Run 1, clock network drawn from the DEF:
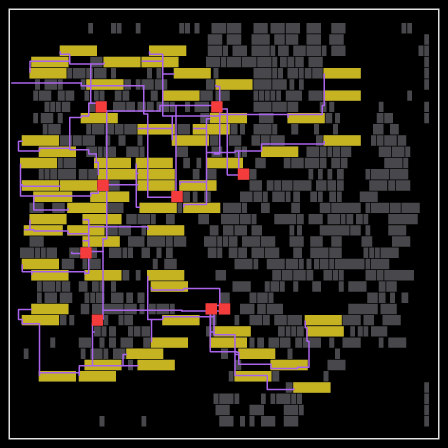
Run 1, metal layers overlaid:
Bar = 20 um.
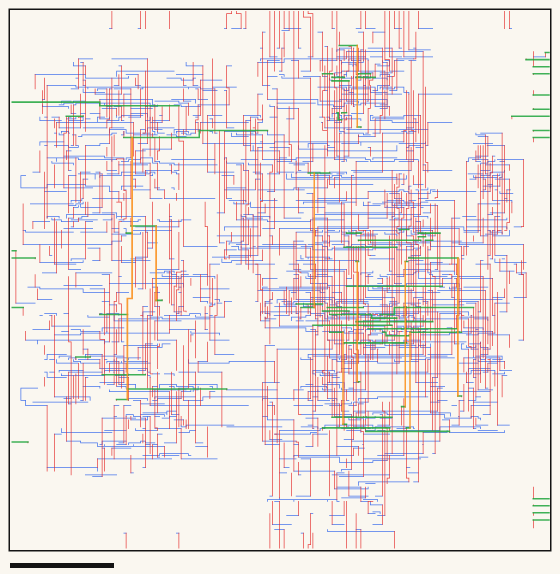
Run 1, logic cells by family:
Bar = 20 um.
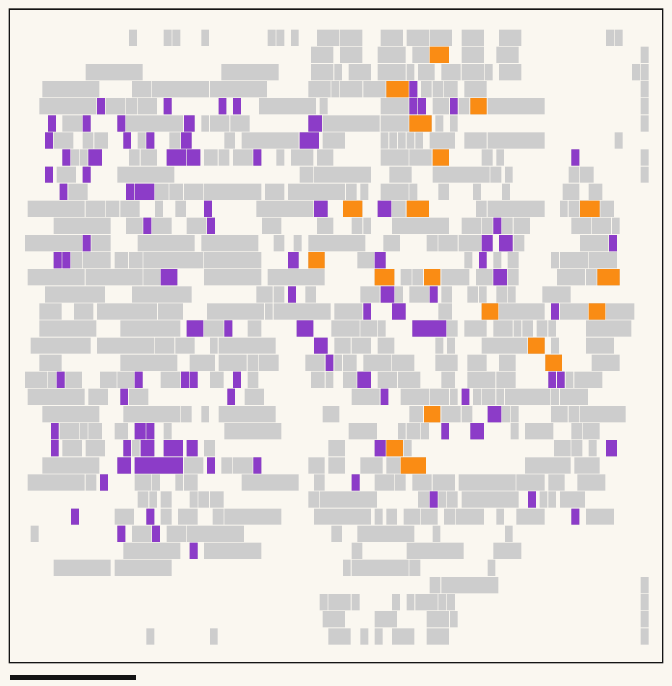
==> src/rtl/alu_modos_pkg.sv <==
// -----------------------------------------------------------------------------
// alu_modos_pkg
// Shared types and constants for the clocked lab ALU front panel.
//   op_e      : the ten operation modes selected by the mode counter
//   state_e   : IDLE / CALC / SHOW
//   FLAG_*    : bit positions of {N,C,Z,V} inside the 4-bit flag vector
//   SEG_*     : active-low seven-segment patterns (bit6=a .. bit0=g)
// -----------------------------------------------------------------------------
package alu_modos_pkg;

  typedef enum logic [3:0] {
    OP_ADD = 4'd0,
    OP_SUB = 4'd1,
    OP_AND = 4'd2,
    OP_OR  = 4'd3,
    OP_XOR = 4'd4,
    OP_SLL = 4'd5,
    OP_SRL = 4'd6,
    OP_SRA = 4'd7,
    OP_MUL = 4'd8,
    OP_NOT = 4'd9
  } op_e;

  typedef enum logic [1:0] {
    ST_IDLE = 2'd0,
    ST_CALC = 2'd1,
    ST_SHOW = 2'd2
  } state_e;

  localparam int FLAG_N = 3;
  localparam int FLAG_C = 2;
  localparam int FLAG_Z = 1;
  localparam int FLAG_V = 0;

  localparam int MODE_LAST = 9;

  localparam logic [6:0] SEG_BLANK = 7'h7F;
  localparam logic [6:0] SEG_ONE   = 7'h4F;

endpackage

==> src/rtl/alu_modos_sync_if.sv <==
// -----------------------------------------------------------------------------
// alu_modos_sync_if
// Board-side bundle of the ALU front panel.
//   selector, start : active-low push-buttons (asynchronous to clk)
//   A, B            : N-bit operand switches
//   display1..6     : active-low seven-segment outputs
//   flags           : {N,C,Z,V} flag LEDs
//   valid           : high while a result is being shown
// Modports: master = board/stimulus side, slave = the ALU.
// -----------------------------------------------------------------------------
interface alu_modos_sync_if #(
  parameter int N = 4
);
  logic         selector;
  logic         start;
  logic [N-1:0] A;
  logic [N-1:0] B;
  logic [6:0]   display1;
  logic [6:0]   display2;
  logic [6:0]   display3;
  logic [6:0]   display4;
  logic [6:0]   display5;
  logic [6:0]   display6;
  logic [3:0]   flags;
  logic         valid;

  modport master (
    output selector, start, A, B,
    input  display1, display2, display3, display4, display5, display6,
    input  flags, valid
  );

  modport slave (
    input  selector, start, A, B,
    output display1, display2, display3, display4, display5, display6,
    output flags, valid
  );
endinterface

==> src/rtl/btn_debounce.sv <==
// -----------------------------------------------------------------------------
// btn_debounce
// Conditions one active-low push-button: 2-FF synchroniser, then a counter
// that accepts a new level only after DEBOUNCE_CYCLES consecutive cycles of
// disagreement with the accepted level. A press (accepted 1->0) produces a
// single-cycle pulse; a release produces nothing.
//   clk, reset : clock and asynchronous active-high reset
//   i_btn_n    : raw button, active-low, asynchronous
//   o_press    : one-cycle press pulse
// -----------------------------------------------------------------------------
module btn_debounce #(
  parameter int DEBOUNCE_CYCLES = 250000
) (
  input  logic clk,
  input  logic reset,
  input  logic i_btn_n,
  output logic o_press
);

  localparam int CW = $clog2(DEBOUNCE_CYCLES + 1);
  localparam logic [CW-1:0] CNT_LAST = CW'(DEBOUNCE_CYCLES - 1);

  logic          r_sync1;
  logic          r_sync2;
  logic          r_level;
  logic          r_press;
  logic [CW-1:0] r_cnt;

  always_ff @(posedge clk or posedge reset) begin
    if (reset) begin
      r_sync1 <= 1'b1;
      r_sync2 <= 1'b1;
      r_level <= 1'b1;
      r_press <= 1'b0;
      r_cnt   <= '0;
    end else begin
      r_sync1 <= i_btn_n;
      r_sync2 <= r_sync1;
      r_press <= 1'b0;
      if (r_sync2 != r_level) begin
        // This cycle is the last of the required run: take the new level.
        if (r_cnt == CNT_LAST) begin
          r_level <= r_sync2;
          r_cnt   <= '0;
          r_press <= ~r_sync2;
        end else begin
          r_cnt <= r_cnt + CW'(1);
        end
      end else begin
        r_cnt <= '0;
      end
    end
  end

  assign o_press = r_press;

endmodule

==> src/rtl/seg7_hex.sv <==
// -----------------------------------------------------------------------------
// seg7_hex
// Hex digit to active-low seven-segment decoder with a blank override.
//   i_hex   : 4-bit value to show
//   i_blank : 1 forces all segments off
//   o_seg   : segments, bit6=a .. bit0=g, 0 = lit
// -----------------------------------------------------------------------------
module seg7_hex
  import alu_modos_pkg::*;
(
  input  logic [3:0] i_hex,
  input  logic       i_blank,
  output logic [6:0] o_seg
);

  always_comb begin
    o_seg = SEG_BLANK;
    if (!i_blank) begin
      case (i_hex)
        4'h0: o_seg = 7'h01;
        4'h1: o_seg = 7'h4F;
        4'h2: o_seg = 7'h12;
        4'h3: o_seg = 7'h06;
        4'h4: o_seg = 7'h4C;
        4'h5: o_seg = 7'h24;
        4'h6: o_seg = 7'h20;
        4'h7: o_seg = 7'h0F;
        4'h8: o_seg = 7'h00;
        4'h9: o_seg = 7'h04;
        4'hA: o_seg = 7'h08;
        4'hB: o_seg = 7'h60;
        4'hC: o_seg = 7'h31;
        4'hD: o_seg = 7'h42;
        4'hE: o_seg = 7'h30;
        default: o_seg = 7'h38;
      endcase
    end
  end

endmodule

==> src/rtl/alu_modos_sync.sv <==
// -----------------------------------------------------------------------------
// alu_modos_sync
// Clocked lab ALU front panel. Two debounced buttons step the mode (0..9) and
// trigger a computation; operands are latched on start, the result and
// {N,C,Z,V} flags are registered one cycle later and shown on six active-low
// seven-segment displays.
//   clk, reset : clock and asynchronous active-high reset
//   bus        : alu_modos_sync_if.slave (buttons, operands, displays, flags,
//                valid)
// -----------------------------------------------------------------------------
module alu_modos_sync
  import alu_modos_pkg::*;
#(
  parameter int N               = 4,
  parameter int DEBOUNCE_CYCLES = 250000
) (
  input  logic             clk,
  input  logic             reset,
  alu_modos_sync_if.slave  bus
);

  localparam logic [1:0] S_IDLE = ST_IDLE;
  localparam logic [1:0] S_CALC = ST_CALC;
  localparam logic [1:0] S_SHOW = ST_SHOW;

  localparam logic [N-1:0] SHIFT_LIMIT = N'(N);

  logic w_sel_press;
  logic w_start_press;

  btn_debounce #(.DEBOUNCE_CYCLES(DEBOUNCE_CYCLES)) u_sel_btn (
    .clk     (clk),
    .reset   (reset),
    .i_btn_n (bus.selector),
    .o_press (w_sel_press)
  );

  btn_debounce #(.DEBOUNCE_CYCLES(DEBOUNCE_CYCLES)) u_start_btn (
    .clk     (clk),
    .reset   (reset),
    .i_btn_n (bus.start),
    .o_press (w_start_press)
  );

  logic [1:0]   r_state;
  logic [3:0]   r_mode;
  logic [N-1:0] r_a;
  logic [N-1:0] r_b;
  logic [N-1:0] r_result;
  logic [3:0]   r_flags;

  // ---------------- datapath on the latched operands ----------------
  logic [N:0]          w_sum;
  logic [N:0]          w_diff;
  logic [2*N-1:0]      w_prod;
  logic signed [N-1:0] w_sra;
  logic                w_shift_big;
  logic [N-1:0]        w_res;
  logic                w_c;
  logic                w_v;
  logic [3:0]          w_flags;

  assign w_sum       = {1'b0, r_a} + {1'b0, r_b};
  assign w_diff      = {1'b0, r_a} - {1'b0, r_b};   // bit N is the borrow
  assign w_prod      = {{N{1'b0}}, r_a} * {{N{1'b0}}, r_b};
  assign w_sra       = $signed(r_a) >>> r_b;
  assign w_shift_big = (r_b >= SHIFT_LIMIT);

  always_comb begin
    w_res = '0;
    w_c   = 1'b0;
    w_v   = 1'b0;
    case (op_e'(r_mode))
      OP_ADD: begin
        w_res = w_sum[N-1:0];
        w_c   = w_sum[N];
        w_v   = (r_a[N-1] == r_b[N-1]) && (w_sum[N-1] != r_a[N-1]);
      end
      OP_SUB: begin
        w_res = w_diff[N-1:0];
        w_c   = w_diff[N];
        w_v   = (r_a[N-1] != r_b[N-1]) && (w_diff[N-1] != r_a[N-1]);
      end
      OP_AND: w_res = r_a & r_b;
      OP_OR:  w_res = r_a | r_b;
      OP_XOR: w_res = r_a ^ r_b;
      OP_SLL: w_res = w_shift_big ? '0 : (r_a << r_b);
      OP_SRL: w_res = w_shift_big ? '0 : (r_a >> r_b);
      OP_SRA: w_res = w_shift_big ? {N{r_a[N-1]}} : w_sra;
      OP_MUL: begin
        w_res = w_prod[N-1:0];
        w_c   = |w_prod[2*N-1:N];
      end
      OP_NOT: w_res = ~r_a;
      default: w_res = '0;
    endcase

    w_flags         = '0;
    w_flags[FLAG_N] = w_res[N-1];
    w_flags[FLAG_C] = w_c;
    w_flags[FLAG_Z] = (w_res == '0);
    w_flags[FLAG_V] = w_v;
  end

  // ---------------- control FSM and mode counter ----------------
  always_ff @(posedge clk or posedge reset) begin
    if (reset) begin
      r_state  <= S_IDLE;
      r_mode   <= 4'd0;
      r_a      <= '0;
      r_b      <= '0;
      r_result <= '0;
      r_flags  <= 4'b0000;
    end else begin
      case (r_state)
        S_IDLE: begin
          // Start has priority over a same-cycle mode step.
          if (w_start_press) begin
            r_a     <= bus.A;
            r_b     <= bus.B;
            r_state <= S_CALC;
          end else if (w_sel_press) begin
            r_mode <= (r_mode == 4'(MODE_LAST)) ? 4'd0 : r_mode + 4'd1;
          end
        end
        S_CALC: begin
          r_result <= w_res;
          r_flags  <= w_flags;
          r_state  <= S_SHOW;
        end
        S_SHOW: begin
          if (w_start_press) begin
            r_a     <= bus.A;
            r_b     <= bus.B;
            r_state <= S_CALC;
          end else if (w_sel_press) begin
            r_state <= S_IDLE;
          end
        end
        default: r_state <= S_IDLE;
      endcase
    end
  end

  // ---------------- displays ----------------
  logic       w_show;
  logic [7:0] w_res_ext;
  logic [3:0] w_digit [6];
  logic       w_blank [6];
  logic [6:0] w_seg   [6];

  assign w_show    = (r_state == S_SHOW);
  assign w_res_ext = 8'(r_result);

  // Flag displays reuse the decoder: digit "1", blanked when the flag is clear.
  always_comb begin
    w_digit[0] = w_show ? w_res_ext[3:0] : r_mode;
    w_blank[0] = 1'b0;
    w_digit[1] = w_res_ext[7:4];
    w_blank[1] = !(w_show && (N > 4));
    w_digit[2] = 4'h1;
    w_blank[2] = !(w_show && r_flags[FLAG_N]);
    w_digit[3] = 4'h1;
    w_blank[3] = !(w_show && r_flags[FLAG_C]);
    w_digit[4] = 4'h1;
    w_blank[4] = !(w_show && r_flags[FLAG_Z]);
    w_digit[5] = 4'h1;
    w_blank[5] = !(w_show && r_flags[FLAG_V]);
  end

  generate
    for (genvar gi = 0; gi < 6; gi++) begin : g_seg
      seg7_hex u_seg (
        .i_hex   (w_digit[gi]),
        .i_blank (w_blank[gi]),
        .o_seg   (w_seg[gi])
      );
    end
  endgenerate

  assign bus.display1 = w_seg[0];
  assign bus.display2 = w_seg[1];
  assign bus.display3 = w_seg[2];
  assign bus.display4 = w_seg[3];
  assign bus.display5 = w_seg[4];
  assign bus.display6 = w_seg[5];
  assign bus.flags    = r_flags;
  assign bus.valid    = w_show;

endmodule
==> src/flat_wrapper.sv <==
// flat-port wrapper written by rule: the top's interface ports become plain ports
module alu_modos_sync_flat import alu_modos_pkg::*;
#(
  parameter int N               = 4,
  parameter int DEBOUNCE_CYCLES = 250000
)
  (clk, reset, bus_selector, bus_start, bus_A, bus_B, bus_display1, bus_display2, bus_display3, bus_display4, bus_display5, bus_display6, bus_flags, bus_valid);
  alu_modos_sync_if #(.N(N)) bus_i ();
  input  logic clk;
  input  logic reset;
  input wire logic [$bits(bus_i.selector)-1:0] bus_selector;
  input wire logic [$bits(bus_i.start)-1:0] bus_start;
  input wire logic [$bits(bus_i.A)-1:0] bus_A;
  input wire logic [$bits(bus_i.B)-1:0] bus_B;
  output wire logic [$bits(bus_i.display1)-1:0] bus_display1;
  output wire logic [$bits(bus_i.display2)-1:0] bus_display2;
  output wire logic [$bits(bus_i.display3)-1:0] bus_display3;
  output wire logic [$bits(bus_i.display4)-1:0] bus_display4;
  output wire logic [$bits(bus_i.display5)-1:0] bus_display5;
  output wire logic [$bits(bus_i.display6)-1:0] bus_display6;
  output wire logic [$bits(bus_i.flags)-1:0] bus_flags;
  output wire logic [$bits(bus_i.valid)-1:0] bus_valid;
  assign bus_i.selector = bus_selector;
  assign bus_i.start = bus_start;
  assign bus_i.A = bus_A;
  assign bus_i.B = bus_B;
  assign bus_display1 = bus_i.display1;
  assign bus_display2 = bus_i.display2;
  assign bus_display3 = bus_i.display3;
  assign bus_display4 = bus_i.display4;
  assign bus_display5 = bus_i.display5;
  assign bus_display6 = bus_i.display6;
  assign bus_flags = bus_i.flags;
  assign bus_valid = bus_i.valid;
  alu_modos_sync #(.N(N), .DEBOUNCE_CYCLES(DEBOUNCE_CYCLES)) u_core (.clk(clk), .reset(reset), .bus(bus_i));
endmodule
==> config.mk <==
export PLATFORM = sky130hd
export DESIGN_NAME = alu_modos_sync_flat
export DESIGN_NICKNAME = d
export VERILOG_FILES = /design/src/rtl/alu_modos_pkg.sv /design/src/rtl/alu_modos_sync_if.sv /design/src/rtl/btn_debounce.sv /design/src/rtl/seg7_hex.sv /design/src/rtl/alu_modos_sync.sv /design/src/flat_wrapper.sv
export SDC_FILE = /design/constraint.sdc
export NUM_CORES = 1
export LEC_CHECK = 0
export CAP_MARGIN = 40
export CELL_PAD_IN_SITES_DETAIL_PLACEMENT = 0
export CELL_PAD_IN_SITES_GLOBAL_PLACEMENT = 1
export CORE_MARGIN = 2
export CORE_UTILIZATION = 47
export CTS_BUF_LIST = sky130_fd_sc_hd__clkbuf_4
export DETAILED_ROUTE_END_ITERATION = 8
export PLACE_DENSITY = 0.92
export SLEW_MARGIN = 10
export SYNTH_ARGS = -nofsm -noshare
export SYNTH_HDL_FRONTEND = slang
export SYNTH_SLANG_ARGS = --single-unit
==> constraint.sdc <==
create_clock -name clk -period 5.09 [get_ports clk]
set_input_delay 0.509 -clock clk [delete_from_list [all_inputs] [get_ports clk]]
set_output_delay 0.509 -clock clk [all_outputs]
set_load 0.01 [all_outputs]
==> results_slide.txt, run 1 <==
Implementation Results

Logic synthesis
  – Yosys synthesis chip area: 4670 sq um
  – Post-synthesis cell type count: 65
  – Syn. warnings: 0
  – Area share, top type: 31.6%
  – Comb area leader: simple AND/OR/NAND/NOR gates
  – Area leader, netlist: dfrtp_1
  – Post-Synthesis Cells: 526
  – Synth Seq Share: 35.0%
  – Post-synth EDFFs: 0
  – Top post-synthesis cells by count: nor2_1, dfrtp_1, nand2_1

Setup path
  – Startpoint types: register
  – Arrival @ worst endpoint: 3.29 ns
  – Worst EP required: 4.58 ns
  – CP Class: reg -> out
  – Worst setup path start: u_core.r_state[0]
  – Top delay family on crit path: simple AND/OR/NAND/NOR gates

Power
  – Maximum VDD drop: 0.195 mV
  – Sw Share: 24.9%
  – Lkg Pwr: 2.23 nW

Placement
  – Dpl hpwl: 7.42 mm
  – RD Place Congestion: 0.923
  – Area after DPL: 4940 sq um

Clock network
  – Clk buf depth: 2
  – CTS tree: yes
  – H-tree Lvls: 3
  – Clock transition at path regs: 0.11 ns
  – CTS Hold Bufs: 0

Final timing
  – Minimum clock period: 3.80 ns
  – Period utilisation layout: 74.7%
  – WHS: 0.362 ns
  – Setup violators final: 0

Routing
  – Drt drc: 0
  – Uppermost layer routed: met4
  – Antenna viol nets, final: 0

Hold path
  – Hold Crit Start: u_core.u_sel_btn.r_sync1

Floorplanning
  – Top-Level Pins: 59

GRT
  – Initial antenna violation count: 0
  – GR Util met1: 25.2%
  – Largest net degree at the start of global routing: 66
  – Grt ovf: 0
  – Met2 Use GR: 31.7%
  – Number of global-route vias before repair: 3547

Run status
  – Status: completed

Finish
  – Clk tree area frac: 2.23%
  – Logic area: 2700 sq um
  – Sequential cell area: 1630 sq um
  – Layout cells sized above 1: 7.43%
  – Sequential share of cell area: 32.3%

Flow run
  – Max-Cap Viols: 0
About 'clock network drawn from the DEF':
Key: red = cells driving clock nets [count 9]; yellow = flip-flops [count 65]; purple = clock wires [length 866 um]
There are 10 routed clock nets.
Clk pwr share: 34.6%
Clock Power: 0.299 mW
clk ins delay skew pair: 0.41 ns
Final Skew: 0.0217 ns

About 'metal layers overlaid':
Key: orange = met4 [wire length 221 um]; red = met2 [wire length 4870 um]; green = met3 [wire length 421 um]; blue = met1 [wire length 4450 um]
mean routed wirelength per cell: 14.5 um
via count: 3680
DRT Wirelength: 9.96 mm
total track usage: 19.3%

About 'logic cells by family':
Key: orange = AND-OR and OR-AND gates [cells 19]; purple = NOR gates [cells 97]
Comb/total area: 53.4%
Top cell excl fill/tap: nor2_1

Run 1, track usage over the die:
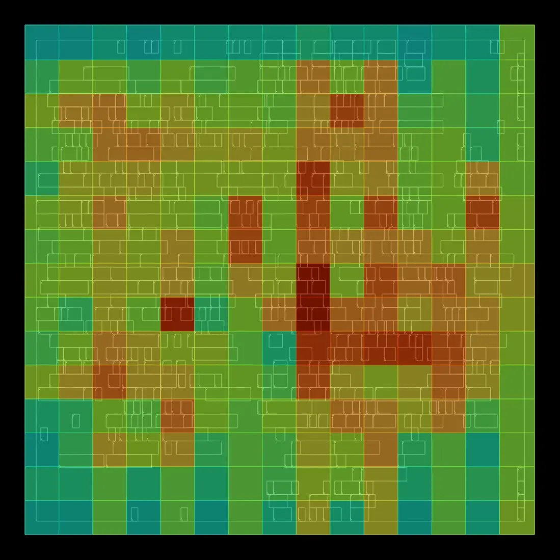

--- run 2 (diff from run 1) ---
--- a/config.mk
+++ b/config.mk
@@ -9,10 +9,10 @@
 export CELL_PAD_IN_SITES_DETAIL_PLACEMENT = 0
 export CELL_PAD_IN_SITES_GLOBAL_PLACEMENT = 1
 export CORE_MARGIN = 2
-export CORE_UTILIZATION = 47
+export CORE_UTILIZATION = 40
 export CTS_BUF_LIST = sky130_fd_sc_hd__clkbuf_4
 export DETAILED_ROUTE_END_ITERATION = 8
-export PLACE_DENSITY = 0.92
+export PLACE_DENSITY = 0.83
 export SLEW_MARGIN = 10
 export SYNTH_ARGS = -nofsm -noshare
 export SYNTH_HDL_FRONTEND = slang
==> constraint.sdc (replaced) <==
create_clock -name clk -period 3.45 [get_ports clk]
set_input_delay 0.345 -clock clk [delete_from_list [all_inputs] [get_ports clk]]
set_output_delay 0.345 -clock clk [all_outputs]
set_load 0.01 [all_outputs]
Run 2, track usage over the die:
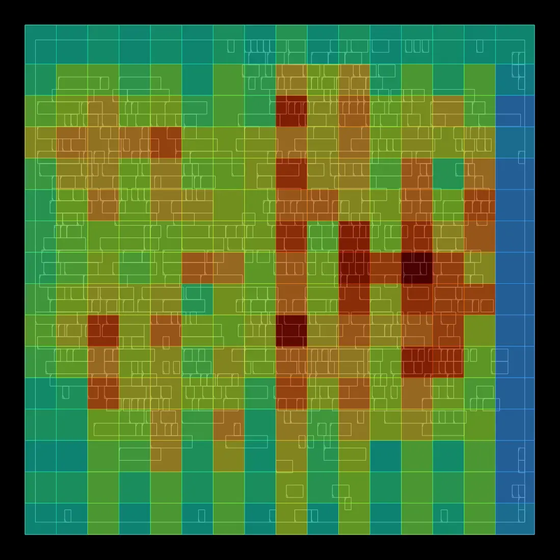
met2 Use GR: 27.3%
final core occ: 45.6%
mean routed wirelength per cell: 14.5 um

Run 2, local utilization:
11 x 11 tiles, from dark blue (low) to red (high), 0 to 100% covered.
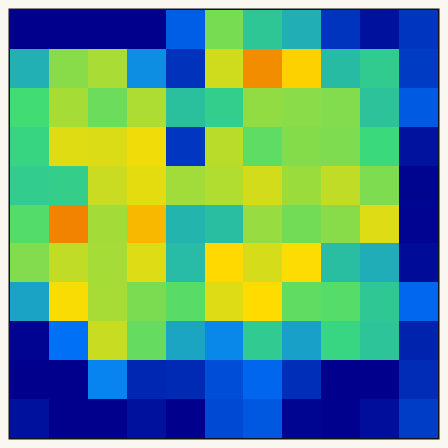
The emptiest ninth of the die: lower right. The fullest tile reaches 85%. 13% of the tiles are nearly empty. The mean over all tiles is 40%.
core area: 11400 sq um
Pre-Place Util: 40.9%

==> run 2 against run 1 <==
Area after synthesis did not move. Combinational power rose by 59%. Register-to-register slack got worse by 1.5 ns. Utilization fell by 6.4 points. Sequential share of layout area fell by 0.92 points. Critical path depth rose by 2. Flip-flop count did not move. Hold slack got worse by 0.18 ns. Via count rose by 0.49%.
==> results_slide.txt, run 2 <==
Implementation Results

GRT
  – Initial antenna violation count: 0 (unchanged)
  – Largest net degree at the start of global routing: 30 (-55%)
  – Total track usage: 16.9% (-2.4 points)
  – First-pass GRT wire length: 17.4 mm
  – Grt ovf: 0 (unchanged)
  – Busiest grt layer: met2
  – GR Util met1: 22.2% (-3.0 points)
  – Number of global-route vias before repair: 3586 (+1.1%)

Finish
  – Area grow syn2layout: 11.4%
  – Sequential cell area: 1630 sq um (unchanged)
  – Sequential share of cell area: 31.4% (-0.92 points)
  – Non-clock buffer share: 8.36%
  – Top cell excl fill/tap: nor2_1
  – Comb/total area: 52.1% (-1.4 points)
  – Clock buffers: 11
  – Clk tree area frac: 2.67% (+0.44 points)
  – Logic area: 2710 sq um (+0.28%)
  – Inverter count: 29
  – Dominant kind of cell: logic gates
  – Flop Count: 65
  – Layout cells sized above 1: 9.57% (+2.1 points)

Routing
  – Uppermost layer routed: met4
  – Drt drc: 0 (unchanged)
  – Antenna viol nets, final: 0 (unchanged)
  – DRT Wirelength: 10.2 mm (+2.6%)
  – Via count: 3698 (+0.49%)

Logic synthesis
  – Post-Synthesis Cells: 526 (unchanged)
  – Area share, top type: 31.6% (unchanged)
  – Yosys synthesis chip area: 4670 sq um (unchanged)
  – Top post-synthesis cells by count: nor2_1, dfrtp_1, nand2_1
  – Synth Seq Share: 35.0% (unchanged)
  – Post-synth EDFFs: 0 (unchanged)
  – Ys async rst share: 100%
  – Syn. warnings: 0 (unchanged)
  – Area leader, netlist: dfrtp_1
  – Syn_area_per_cell: 8.88 sq um
  – Xor/xnor cell area share of the yosys netlist: 6.93%
  – Post-synthesis cell type count: 65 (unchanged)
  – Comb area leader: simple AND/OR/NAND/NOR gates

Placement
  – Dpl hpwl: 7.68 mm (+3.5%)
  – Pre-CTS worst setup slack: 0.248 ns
  – Area after DPL: 5060 sq um (+2.3%)
  – # port buffers: 31
  – Dpl cells: 691
  – RD Place Congestion: 0.912 (-1.2%)

Clock network
  – Total CTS buffers: 9
  – Clk ins delay skew pair: 0.42 ns (about the same)
  – CTS tree: yes
  – CTS Hold Bufs: 0 (unchanged)
  – Post-CTS Repair Setup Buffers: 0
  – H-tree Lvls: 3 (unchanged)
  – Clk buf depth: 2 (unchanged)
  – Clock transition at path regs: 0.11 ns (about the same)

Final timing
  – WHS: 0.181 ns (-0.181 ns)
  – Period utilisation layout: 93.5%
  – Final Skew: 0.0167 ns (-0.00496 ns)
  – Minimum clock period: 3.22 ns
  – FMAX: 310 MHz
  – Setup violators final: 0 (unchanged)
  – Slew HR: 64.6%

Power
  – Reg power frac: 57.3%
  – Comb pwr: 0.0612 mW
  – Sw Share: 24.4% (-0.51 points)
  – Clk pwr share: 38.2% (+3.6 points)
  – Seq pwr: 0.779 mW
  – Clock Power: 0.520 mW (+74%)
  – Lkg Pwr: 2.31 nW (+3.4%)
  – Total Power: 1.36 mW
  – Maximum VDD drop: 0.240 mV (+23%)

Setup path
  – CP Depth: 9
  – Slowest library cell on the worst path: clkdlybuf4s50_1
  – Cells along the critical path: nor2b_1 -> buf_4 -> mux2i_2 -> inv_1 -> ha_1 -> nand2_1 -> o21ai_0 -> a22o_1 -> clkdlybuf4s50_1
  – Top delay family on crit path: buffers and inverters
  – Startpoint types: register
  – Worst EP required: 3.11 ns (-1.47 ns)
  – Arrival @ worst endpoint: 2.88 ns (-0.41 ns)
  – Worst setup path start: u_core.r_state[0]
  – Worst path max stage delay: 0.48 ns
  – CP Class: reg -> out

Run status
  – Status: completed

Flow run
  – Max-Cap Viols: 0 (unchanged)
  – Count of tool warnings: 39

Floorplanning
  – Top-Level Pins: 59 (unchanged)
Power figures rest on the tool's default switching activity, not on a simulated workload.
